## src/rtl/hazard_ctrl_pkg.sv

```systemverilog
// Shared encodings for the pipeline hazard controller: FSM states, PCSrc codes, stall lengths.
// The MULDIV state and the wider counter exist only when HAZARD_MULDIV_EN is defined.
package hazard_ctrl_pkg;

`ifdef HAZARD_MULDIV_EN
  typedef enum logic [1:0] {
    ST_RUN       = 2'd0,
    ST_STALL     = 2'd1,
    ST_IRQ_FLUSH = 2'd2,
    ST_MULDIV    = 2'd3
  } state_e;

  localparam int CNT_W = 6;
`else
  typedef enum logic [1:0] {
    ST_RUN       = 2'd0,
    ST_STALL     = 2'd1,
    ST_IRQ_FLUSH = 2'd2
  } state_e;

  localparam int CNT_W = 2;
`endif

  localparam logic [2:0] PCSRC_SEQ = 3'b000;
  localparam logic [2:0] PCSRC_BR  = 3'b001;
  localparam logic [2:0] PCSRC_J   = 3'b010;
  localparam logic [2:0] PCSRC_JR  = 3'b011;

  localparam int unsigned MULDIV_LATENCY_DEF = 32;

  // jr whose Rs comes from a load still in EX waits for the load to clear MEM.
  localparam int unsigned JR_EX_STALL_CYCLES = 2;

endpackage

```

## src/rtl/hazard_ctrl_stall_counter.sv

```systemverilog
// Loadable down-counter shared by the STALL and MULDIV states.
// zero_o reports that the count will be zero after this cycle's load/decrement.
module stall_counter #(
  parameter int W = 2
) (
  input  logic         clk,
  input  logic         reset,
  input  logic         load_i,
  input  logic [W-1:0] load_val_i,
  input  logic         dec_i,
  output logic         zero_o
);

  logic [W-1:0] cnt_q, cnt_d;

  always_comb begin
    cnt_d = cnt_q;
    if (load_i) begin
      cnt_d = load_val_i;
    end else if (dec_i && (cnt_q != '0)) begin
      cnt_d = cnt_q - W'(1);
    end
  end

  always_ff @(posedge clk) begin
    if (!reset) begin
      cnt_q <= '0;
    end else begin
      cnt_q <= cnt_d;
    end
  end

  assign zero_o = (cnt_d == '0);

endmodule

```

## src/rtl/hazard_ctrl.sv

```systemverilog
// Pipeline hazard controller: load-use / jr stalls, control-transfer flush, interrupt flush.
// Define HAZARD_MULDIV_EN to add the multi-cycle MULDIV stall state.
module hazard_ctrl
  import hazard_ctrl_pkg::*;
#(
  parameter int unsigned MULDIV_LATENCY = MULDIV_LATENCY_DEF
) (
  input  logic       clk,
  input  logic       reset,
  input  logic       ID_EX_MemRead,
  input  logic [4:0] ID_EX_InstRt,
  input  logic       EX_MEM_MemRead,
  input  logic [4:0] EX_MEM_RegWriteAddr,
  input  logic [4:0] IF_ID_InstRs,
  input  logic [4:0] IF_ID_InstRt,
  input  logic [2:0] ID_PCSrc,
  input  logic       IRQ,
  input  logic       MulDiv_Start,
  output logic       PC_Write,
  output logic       IF_ID_Write,
  output logic       IF_ID_Flush,
  output logic       ID_EX_Flush,
  output logic       EX_MEM_Flush,
  output logic       IRQ_Ack,
  output logic       Busy,
  output state_e     dbg_state_o
);

  state_e            state_q, state_d;
  logic              irq_block_q, irq_block_d;
  logic              cnt_load, cnt_dec, cnt_zero;
  logic [CNT_W-1:0]  cnt_load_val;
  logic              stall;
  logic              load_use, jr_ex_hazard, jr_mem_hazard;
  logic              irq_window, irq_take;

  assign load_use = ID_EX_MemRead && (ID_EX_InstRt != 5'd0) &&
                    ((ID_EX_InstRt == IF_ID_InstRs) || (ID_EX_InstRt == IF_ID_InstRt));

  assign jr_ex_hazard = (ID_PCSrc == PCSRC_JR) && ID_EX_MemRead &&
                        (ID_EX_InstRt != 5'd0) && (ID_EX_InstRt == IF_ID_InstRs);

  assign jr_mem_hazard = (ID_PCSrc == PCSRC_JR) && EX_MEM_MemRead &&
                         (EX_MEM_RegWriteAddr != 5'd0) && (EX_MEM_RegWriteAddr == IF_ID_InstRs);

  // A multiply/divide in flight holds the interrupt back until its final cycle.
  always_comb begin
    irq_window = 1'b0;
    case (state_q)
      ST_RUN, ST_STALL: irq_window = 1'b1;
`ifdef HAZARD_MULDIV_EN
      ST_MULDIV:        irq_window = cnt_zero;
`endif
      default:          irq_window = 1'b0;
    endcase
  end

  assign irq_take = IRQ && !irq_block_q && irq_window;

  // A level IRQ stays blocked after acceptance until it has been seen low.
  assign irq_block_d = IRQ && (irq_block_q || irq_take);

  always_comb begin
    state_d      = state_q;
    cnt_load     = 1'b0;
    cnt_load_val = '0;
    cnt_dec      = 1'b0;
    stall        = 1'b0;
    PC_Write     = 1'b1;
    IF_ID_Write  = 1'b1;
    IF_ID_Flush  = 1'b0;
    ID_EX_Flush  = 1'b0;
    EX_MEM_Flush = 1'b0;
    IRQ_Ack      = 1'b0;
    Busy         = 1'b0;

    case (state_q)
      ST_RUN: begin
        if (irq_take) begin
          state_d = ST_IRQ_FLUSH;
`ifdef HAZARD_MULDIV_EN
        end else if (MulDiv_Start) begin
          stall        = 1'b1;
          cnt_load     = 1'b1;
          cnt_load_val = CNT_W'(MULDIV_LATENCY - 1);
          state_d      = ST_MULDIV;
`endif
        end else if (jr_ex_hazard) begin
          stall        = 1'b1;
          cnt_load     = 1'b1;
          cnt_load_val = CNT_W'(JR_EX_STALL_CYCLES - 1);
          state_d      = ST_STALL;
        end else if (jr_mem_hazard || load_use) begin
          stall = 1'b1;
        end else if (ID_PCSrc != PCSRC_SEQ) begin
          IF_ID_Flush = 1'b1;
        end
      end
      ST_STALL: begin
        stall   = 1'b1;
        cnt_dec = 1'b1;
        if (irq_take) begin
          state_d = ST_IRQ_FLUSH;
        end else if (cnt_zero) begin
          state_d = ST_RUN;
        end
      end
`ifdef HAZARD_MULDIV_EN
      ST_MULDIV: begin
        stall   = 1'b1;
        cnt_dec = 1'b1;
        if (cnt_zero) begin
          state_d = irq_take ? ST_IRQ_FLUSH : ST_RUN;
        end
      end
`endif
      ST_IRQ_FLUSH: begin
        IF_ID_Flush  = 1'b1;
        ID_EX_Flush  = 1'b1;
        EX_MEM_Flush = 1'b1;
        IRQ_Ack      = 1'b1;
        Busy         = 1'b1;
        state_d      = ST_RUN;
      end
      default: begin
        state_d = ST_RUN;
      end
    endcase

    if (stall) begin
      PC_Write    = 1'b0;
      IF_ID_Write = 1'b0;
      ID_EX_Flush = 1'b1;
      Busy        = 1'b1;
    end

    // Reset holds the pipeline frozen and full of bubbles.
    if (!reset) begin
      PC_Write     = 1'b0;
      IF_ID_Write  = 1'b0;
      IF_ID_Flush  = 1'b1;
      ID_EX_Flush  = 1'b1;
      EX_MEM_Flush = 1'b1;
      IRQ_Ack      = 1'b0;
      Busy         = 1'b0;
    end
  end

  always_ff @(posedge clk) begin
    if (!reset) begin
      state_q     <= ST_RUN;
      irq_block_q <= 1'b0;
    end else begin
      state_q     <= state_d;
      irq_block_q <= irq_block_d;
    end
  end

  stall_counter #(.W(CNT_W)) u_stall_counter (
    .clk        (clk),
    .reset      (reset),
    .load_i     (cnt_load),
    .load_val_i (cnt_load_val),
    .dec_i      (cnt_dec),
    .zero_o     (cnt_zero)
  );

`ifndef HAZARD_MULDIV_EN
  logic unused_muldiv;
  assign unused_muldiv = MulDiv_Start ^ (MULDIV_LATENCY == 0);
`endif

  assign dbg_state_o = state_q;

endmodule

```

## config.mk

```make
export PLATFORM = sky130hd
export DESIGN_NAME = hazard_ctrl
export DESIGN_NICKNAME = d
export VERILOG_FILES = /design/src/rtl/hazard_ctrl_pkg.sv /design/src/rtl/hazard_ctrl_stall_counter.sv /design/src/rtl/hazard_ctrl.sv
export SDC_FILE = /design/constraint.sdc
export NUM_CORES = 1
export LEC_CHECK = 0
export CELL_PAD_IN_SITES_DETAIL_PLACEMENT = 1
export CELL_PAD_IN_SITES_GLOBAL_PLACEMENT = 1
export CORE_UTILIZATION = 24
export DETAILED_ROUTE_END_ITERATION = 12
export PLACE_DENSITY = 0.86
export SLEW_MARGIN = 10
export SYNTH_ARGS = -nofsm -noshare
export SYNTH_HDL_FRONTEND = slang
export SYNTH_SLANG_ARGS = --single-unit
```

## constraint.sdc

```tcl
create_clock -name clk -period 4.6 [get_ports clk]
set_input_delay 0.92 -clock clk [delete_from_list [all_inputs] [get_ports clk]]
set_output_delay 0.92 -clock clk [all_outputs]
set_load 0.02 [all_outputs]
```

==> run_1/port_trees.png <==
(10 px per micron)
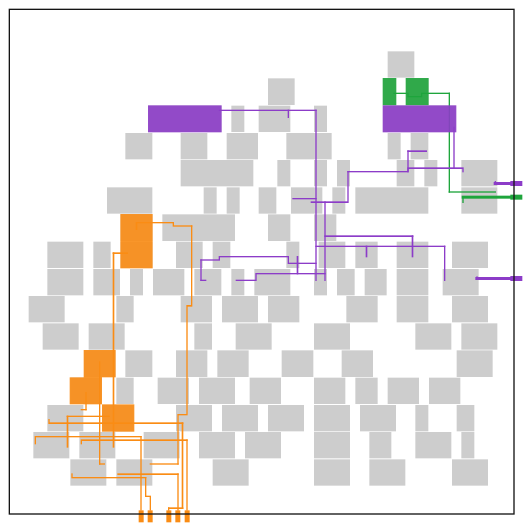
legend:
  purple:
    port: `dbg_state_o`
    direction: output
    edge: east
    end_cells: 2
    buffers: 2
    wire: 124 microns
  orange:
    port: `IF_ID_InstRt`
    direction: input
    edge: south
    end_cells: 5
    buffers: 5
    wire: 156 microns
  green:
    port: `IRQ`
    direction: input
    edge: east
    end_cells: 2
    buffers: 1
    wire: 26.0 microns

==> run_1/clock_wires.png <==
(10 px per micron)
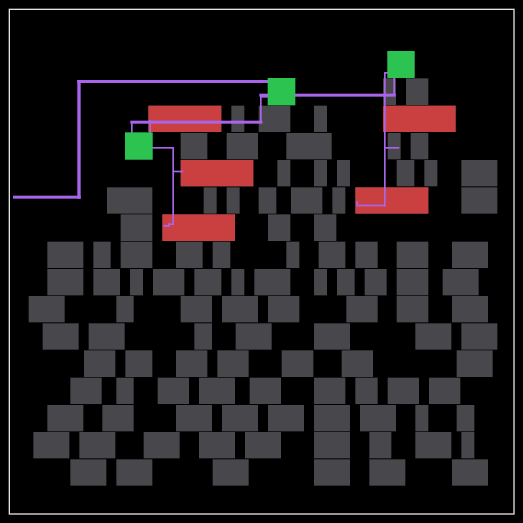
legend:
  green:
    item: clock-net drivers
    count: 3
  purple:
    item: clock wires
    length: 109 microns
  red:
    item: flip-flops
    count: 5
routed clock nets: 4
clock share of power: 29.9%
final setup skew: 0.00155 ns
Latency at later pin: 0.24 ns

==> run notes, run 1 <==
impl run done, here's what came out: Post-CTS Setup Inserts 0, status finished, final reports clean, CTS root buffer clkbuf_4, ANT nets after route 0, Total Wirelength 1930 microns, Flops after synth 5, endpoint class of the critical path output pin, Min-Delay Startpoint irq_block_q$_SDFF_PN0_, Resized Gates After CTS 0, WP buf/inv 2, first-pass GRT wire length 3200 microns, cts hold-fix bufs 0, xor+xnor area frac 23.4%, Wirelength per Cell 13.8 microns, final worst slack 0.611 ns, IO Count 38, LEAKAGE 0.349 nW, YS chip area 561 sq um, power share of the combinational group 43.0%, CTS tree yes, Critical Path Source Type input pin, pwr/cell area 176 nW/um^2, Worst Path Required 3.68 ns, r2r setup slk 3.07 ns, core area 2210 sq um, synth unique cells 33, routed vias/inst 4.83, Post-route DRC 0, clock sink count 5, DRT iter0 DRCs 10, Int Power 0.000119 W, layout cell share with drive strength beyond 1 7.21%, initial antenna violation count 0, Die Wd 50.3 microns, Cells after DPL 135, P_clk 0.0000507 W, min Tclk post-route 3.99 ns, arrival time at the worst endpoint 3.07 ns, FMAX 0.251 GHz, # diodes 0, VDD IR max 103 uV, met1 usage in global routing 21.3%, Synth Cell Area 561 sq um, GPL Wtd Cong 0.740, post-synthesis mux area share 0%, Top cell excl fill/tap clkdlybuf4s50_1, HPWL after DPL 1650 microns, Power Sequential 0.0000462 W, Max FO, Critical Path 4, Clock Pin Slew Worst Setup and Hold Paths 0.04 ns, busiest grt layer met2, fin cells 139, Max-slew headroom 72.2%, most used cell, CP clkdlybuf4s50_1, register share of total power 27.2%, Max Cap Violations 0, CP max-delay cell clkdlybuf4s50_1, Starting Density 25.3%, final tally of setup violations 0, DR pass1 iterations 4, Final Hold Viols 0, aoi share 22.3%, worst hold stages 1, Critical Path Max Stage Delay 0.63 ns, CP Class input pin to output pin, Yosys Instances 74, post-place setup slack 0.616 ns, Top FF cell, synth dfxtp_1, Max Slew Vio Count 0
==> run_1/class_map.png <==
(6 px per micron)
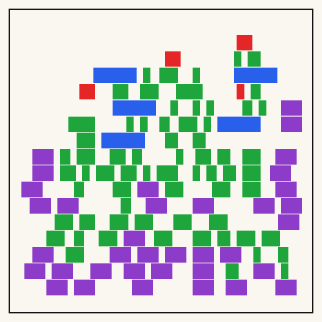
legend:
  green:
    class: remaining logic cells
    cells: 66
    share_of_their_area: 48%
  red:
    class: clock drivers and dummy loads
    cells: 4
    share_of_their_area: 2.8%
  blue:
    class: registers
    cells: 5
    share_of_their_area: 11%
  purple:
    class: remaining buffers and delay cells
    cells: 36
    share_of_their_area: 39%
flop share of the area: 10.4%
Design Area, Final: 966 sq um
Row Count: 17

run 1: worst max path at each step:
stage | startpoint | end | slack [ns] | cells past startpoint
after floorplan | ID_EX_InstRt[0] | PC_Write | 1.51 | 5
after global placement | IF_ID_InstRs[3] | ID_EX_Flush | 0.61 | 6
after detailed placement | ID_EX_InstRt[0] | PC_Write | 0.62 | 6
after CTS | ID_EX_InstRt[0] | PC_Write | 0.61 | 6
after global routing | ID_EX_InstRt[1] | ID_EX_Flush | 0.51 | 7
final | IF_ID_InstRs[3] | ID_EX_Flush | 0.61 | 6
run 1: synth_stat cells, types with 2 or more instances:
cell	n	area share [%]
a31oi_1	2	2.2
a21oi_1	2	1.8
nand3_1	3	2.7
dfxtp_1	5	18
nor2b_1	2	2.2
nor4_1	2	2.2
nor3_1	3	2.7
o21ai_0	2	1.8
xnor2_1	5	7.8
inv_1	6	4.0
a31o_1	2	3.1
o21a_1	2	2.7
nand2_1	5	3.3
nor2_1	5	3.3
xor2_1	10	16
run 1: worst reg2reg max path, stage by stage, from the launching register on:
cell and delay, ns:
dfxtp_1 0.38, inv_1 0.06, ha_1 0.20, or3b_2 0.48, xnor2_1 0.14, o21a_1 0.16
run 1: state kept, by name (all words and copies together) (netlist names):
name                   flops
dbg_state_o                2
u_stall_counter.cnt_q      2
irq_block_q                1
run 1: area by class of cell:
| cell class | instances | area [sq um] | share of cell area, % |
|---|---|---|---|
| Clock buffer | 4 | 26.3 | 2.72 |
| Inverter | 6 | 22.5 | 2.33 |
| Multi-Input combinational cell | 60 | 422 | 43.7 |
| Sequential cell | 5 | 100 | 10.4 |
| Tap cell | 28 | 35.0 | 3.63 |
| Timing Repair Buffer | 36 | 360 | 37.3 |
==> inputs of run 2 (changes only) <==
Settings changed: ABC_CLOCK_PERIOD_IN_PS set to 4600, CELL_PAD_IN_SITES_DETAIL_PLACEMENT 1 to not set, CELL_PAD_IN_SITES_GLOBAL_PLACEMENT 1 to not set, CORE_UTILIZATION 24 to 30, GPL_TIMING_DRIVEN set to 0, PLACE_DENSITY 0.86 to 0.75.
==> run_2/m3.png <==
(8 px per micron)
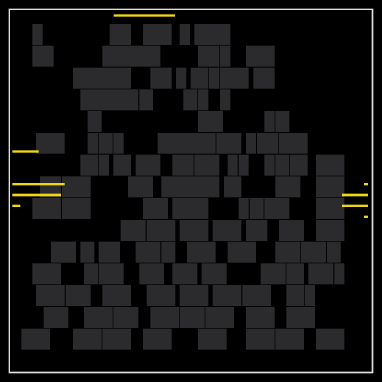
main direction: horizontal
wire length on this layer: 29.4 microns

==> run notes, run 2 <==
impl run done, here's what came out: Synth Cell Area 561 sq um (unchanged), Cells after DPL 135 (unchanged), Post-synth EDFFs 0, # diodes 0 (unchanged), Final Power 0.000169 W, final tally of setup violations 0 (unchanged), Row Count 15 (-2), Latency at later pin 0.24 ns (about the same), combinational gate area 422 sq um (unchanged), largest net degree at the start of global routing 11, final setup skew 0.00610 ns (+0.00455 ns), first-pass GRT wire length 2700 microns (-16%), Top cell excl fill/tap clkdlybuf4s50_1, worst hold endpoint dbg_state_o[1]$_SDFFE_PN0P_, CP Class input pin to output pin, Syn. warnings 0, post-synthesis mux area share 0% (unchanged), Min-Delay Startpoint irq_block_q$_SDFF_PN0_, clock sink count 5 (unchanged), RSZ-0062 raised after global routing no, Top Layout Cells clkdlybuf4s50_1, xor2_1, inv_1, Async S/R FF share, synth 0%, r2r startpoint u_stall_counter.cnt_q[0]$_SDFF_PN0_, YS chip area 561 sq um (unchanged), endpoint class of the critical path output pin, core area 1750 sq um (-21%), placed cell areas 952 sq um, setup TNS 0 ns, Tot GR Track Use 18.0%, Die Wd 45.2 microns (-10%), Fin Hold WS 0.449 ns, Design Area, Final 978 sq um (+1.3%), Vias 645, Critical Path Source Type input pin, aoi share 22.3% (unchanged), cycle use final 87.5%, Synthesized Nets 104, synth unique cells 33 (unchanged), xor+xnor area frac 23.4% (unchanged), Yosys top cell by area dfxtp_1, Worst Path Required 3.68 ns (about the same), chip area 2050 sq um, Yosys Instances 74 (unchanged), HPWL after DPL 1360 microns (-17%), CTS root buffer clkbuf_4, main logic family after synthesis simple AND/OR/NAND/NOR gates, DRT iter0 DRCs 11 (+1), pwr/cell area 173 nW/um^2 (-1.6%), die height 45.2 microns, yosys adder share 2.23%, VDD IR max 161 uV (+56%), FMAX 0.249 GHz (-0.83%), most frequent cell after synthesis xor2_1, Total Wirelength 1560 microns (-19%), Post-Syn Area per Cell 7.57 sq um, Max Slew Vio Count 0 (unchanged), H-Tree Level Count 1, Clock Path Buffers 2, number of fill cells in the layout 179, Starting Density 32.1% (+6.8 points), fin cells 139 (unchanged), status finished, final reports clean, Syn Inst Count 74, Post-CTS Setup Inserts 0 (unchanged), Top FF cell, synth dfxtp_1, Max-slew headroom 73.8% (+1.6 points), Post-synth top cells xor2_1, inv_1, Max Cap Violations 0 (unchanged), GR Overflow Total 0, worst reg2reg endpoint u_stall_counter.cnt_q[1]$_SDFF_PN0_, Worst-Margin Slew 0.393 ns, IO Count 38 (unchanged), ANT nets after route 0 (unchanged), PortBufs 36, post-synthesis sequential area ratio 17.9%, Sequential Area 100 sq um (unchanged), LEAKAGE 0.359 nW (+3.0%), Flops after synth 5 (unchanged), vias in the first global route 636, post-place setup slack 0.564 ns (-0.0522 ns), Clock Pin Slew Worst Setup and Hold Paths 0.04 ns (about the same), tool warnings 27, Synth area leaders dfxtp_1, xor2_1, xnor2_1, Post-route DRC 0 (unchanged), Nets 145, CTS tree yes, Area Growth Syn to Fin 74.6%, Wirelength per Cell 11.2 microns (-19%), Resized Gates After CTS 0 (unchanged), DR pass1 iterations 4 (unchanged), layout cell share with drive strength beyond 1 8.77% (+1.6 points), initial antenna violation count 0 (unchanged), Final Util 56.1%, GPL Wtd Cong 0.820 (+11%), r2r setup slk 3.06 ns (about the same), worst hold path type flop to flop, routed vias/inst 4.64 (-4.0%), TritonCTS Buffers 3, min Tclk post-route 4.02 ns (+0.0335 ns), R2R depth 6, Max-area cell share 17.9% (unchanged), cts hold-fix bufs 0 (unchanged), arrival time at the worst endpoint 3.10 ns (+0.03 ns), simple-gate share of the synthesized area 27.2%, Final Hold Viols 0 (unchanged), Max FO, Critical Path 4 (unchanged), worst hold stages 1 (unchanged), final worst slack 0.577 ns (-0.0335 ns)
## run 2: cell counts after synthesis
No cell type changed its count.
## run 2: worst max-delay path by stage
stage                    startpoint        to  depth (start not counted)  slack [ns]
detailed placement  ID_EX_InstRt[0]  PC_Write                          7        0.56
global route        ID_EX_InstRt[1]  PC_Write                          7        0.43
floorplan           ID_EX_InstRt[0]  PC_Write                          5        1.51
finish              ID_EX_InstRt[0]  PC_Write                          7        0.58
CTS                 ID_EX_InstRt[0]  PC_Write                          7        0.56
global placement    ID_EX_InstRt[0]  PC_Write                          7        0.56
## run 2: where the power goes
group | total (W) | switching (W) | internal, W
clock | 0.0000509 | 0.0000181 | 0.0000328
combinational | 0.0000733 | 0.0000303 | 0.0000430
sequential | 0.0000452 | 0.000000648 | 0.0000445
## run 2: cell type report
| class | count | area share (%) |
|---|---|---|
| inverter | 6 | 2.30 |
| multi-input combinational | 60 | 43.1 |
| timing repair buffer | 36 | 36.8 |
| sequential | 5 | 10.2 |
| clock buffer | 4 | 2.69 |
| buffer | 3 | 1.66 |
| tap | 25 | 3.20 |
## run 2: critical path, stage by stage
cell             delay (ns)
clkdlybuf4s50_1        0.47
or4_1                  0.55
o21ai_2                0.16
a21o_2                 0.15
a31o_1                 0.16
buf_4                  0.10
clkdlybuf4s50_1        0.59
## run 2: kinds of logic after synthesis
group,after synthesis
AND/OR/NAND/NOR,27
AND-OR/OR-AND,17
XOR/XNOR,15
buffers and inverters,9
flip-flops,5
adder cells (fa/ha/maj),1
## run 2: per-layer routing
layer	track usage, %	vias to the layer above	part of all wire [%]	wire length [microns]
li1	-	341	-	-
met1	22.2	294	46	718
met2	33.0	10	52	813
met3	4.80	0	1.9	29
met4	0	0	0	0
met5	0	-	0	0
Power figures rest on the tool's default switching activity, not on a simulated workload.
